Design banner_sequencer_flat, sky130hd; sources not shown.
PDN straps and rails:
Bar = 20 µm. Pins as bars on the die edge.
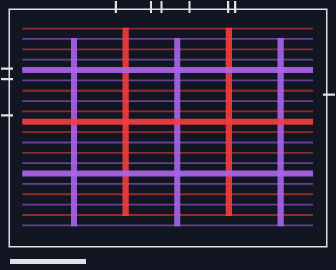
- VSS: purple
- VDD: red
- met1 rails: 20
- met5 straps: 3
- signal pins: 10
- met4 straps: 5
- rows: 19
Placeable Area: 0.00395 mm²
Die Span Y: 62 µm

Cells coloured by class:
Fill, decap, tap and diode cells in grey.
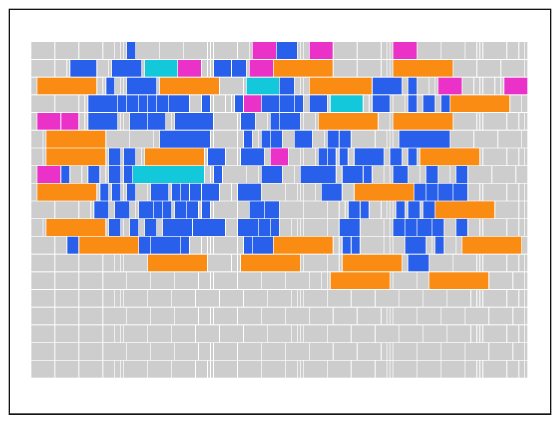
- clock drivers and dummy loads: cyan (cells 4; share of their area 4.6%)
- other buffers and delay cells: magenta (cells 12; share of their area 7.2%)
- flip-flops: orange (cells 24; share of their area 39%)
- all other logic: blue (cells 119; share of their area 49%)
final core utilization: 41.0%
number of rows created at floorplan: 19

Clock wires, drivers and flops:
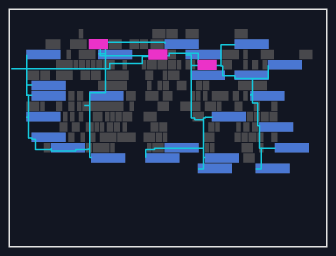
- clock wires: cyan (length 299 µm)
- cells driving clock nets: magenta (count 3)
- flip-flops: blue (count 24)
- routed clock nets: 4
Power Clock: 0.000370 W
clock latency reported for the late side of the worst-skew pair: 0.27 ns
Fin Clk Skew: 0.00685 ns
part of the power in the clock network: 24.7%

Wiring by layer:
Bar = 20 µm. Two of the layers only.
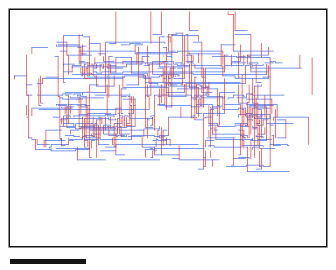
- met1: blue (wire length 1470 µm)
- met2: red (wire length 1200 µm)
number of vias in the routed layout: 1125
total wirelength of the detailed-routed design: 2840 µm
routed length per instance: 13.4 µm
total routing usage reported by global routing: 11.6%

==> CHANGELOG.md <==
## Implementation

* Run status: completed
* Routing usage on met3 at 3.56%
* Post-synthesis cell type count at between 40 and 50
* Effective utilization at floorplan at 35.3%
* Number of post-CTS setup repair buffers at 0
* Pin count of the biggest net entering global routing at 25
* Synthesized-area fraction occupied by and/or/nand/nor cells at 25.6%
* Met3 routed WL at roughly 170 µm
* Post-route worst hold slack at around 0.43 ns
* Total clock buffers created by CTS at 3
* Vias in the first global route at 993
* Yosys synthesis chip area at 0.00139 mm²
* H-tree depth reported by CTS at 1
* Post-Route Setup TNS at 0 ns
* Registers, synthesis at 24
* Most common library cell in the layout ignoring fill and taps: dfrtp_1
* Antenna violations before repair at 0
* Sequential power at 0.000554 W
* Reg2Reg Depth at 7
* Highest metal layer with signal wires: met3
* Yosys stat cell total at 145
* Number of well taps at approximately 52
* Routed length on met2 at 1200 µm
* Post-route standard cell area excluding fillers at 0.00162 mm²
* Crit path max-delay family: simple AND/OR/NAND/NOR gates
* Post-Synth AOI/OAI Area at a little under a fifth
* Power density cells at ~930 mW/mm²
* Register fraction of the total cell area at 37.2%
* Clk buf depth at 2
* Mapped Area at 0.00139 mm²
* Worst rel slew slack at 54.3%
* Most frequent CP cell: or3_1
* Area fraction in full adders, half adders and majority gates at 6.29%
* Antenna cell count at 0
* Clock sinks at 24
* Die width at approximately 83 µm
* Comb_multi_in at 113
* Most numerous cell in the Yosys netlist: dfrtp_1
* Switching Share at between 30% and 40%
* CP Cell Sequence: inv_1, ha_1, and2b_1, o31ai_4, or3_1, or3_1, o21ai_2
* Final setup slack of the worst path at between 0.15 and 0.2 ns
* Hold WC Path Type: primary input to async pin
* Hold Vio Cnt, Final at 0
* Fraction of synthesized cell area in xor and xnor cells at 1.89%
* Gate count of the mapped netlist at between 100 and 150
* Largest stage delay, worst path at 0.39 ns
* Routed vias/inst at 5.33
Power is estimated from default activity; no workload was simulated.
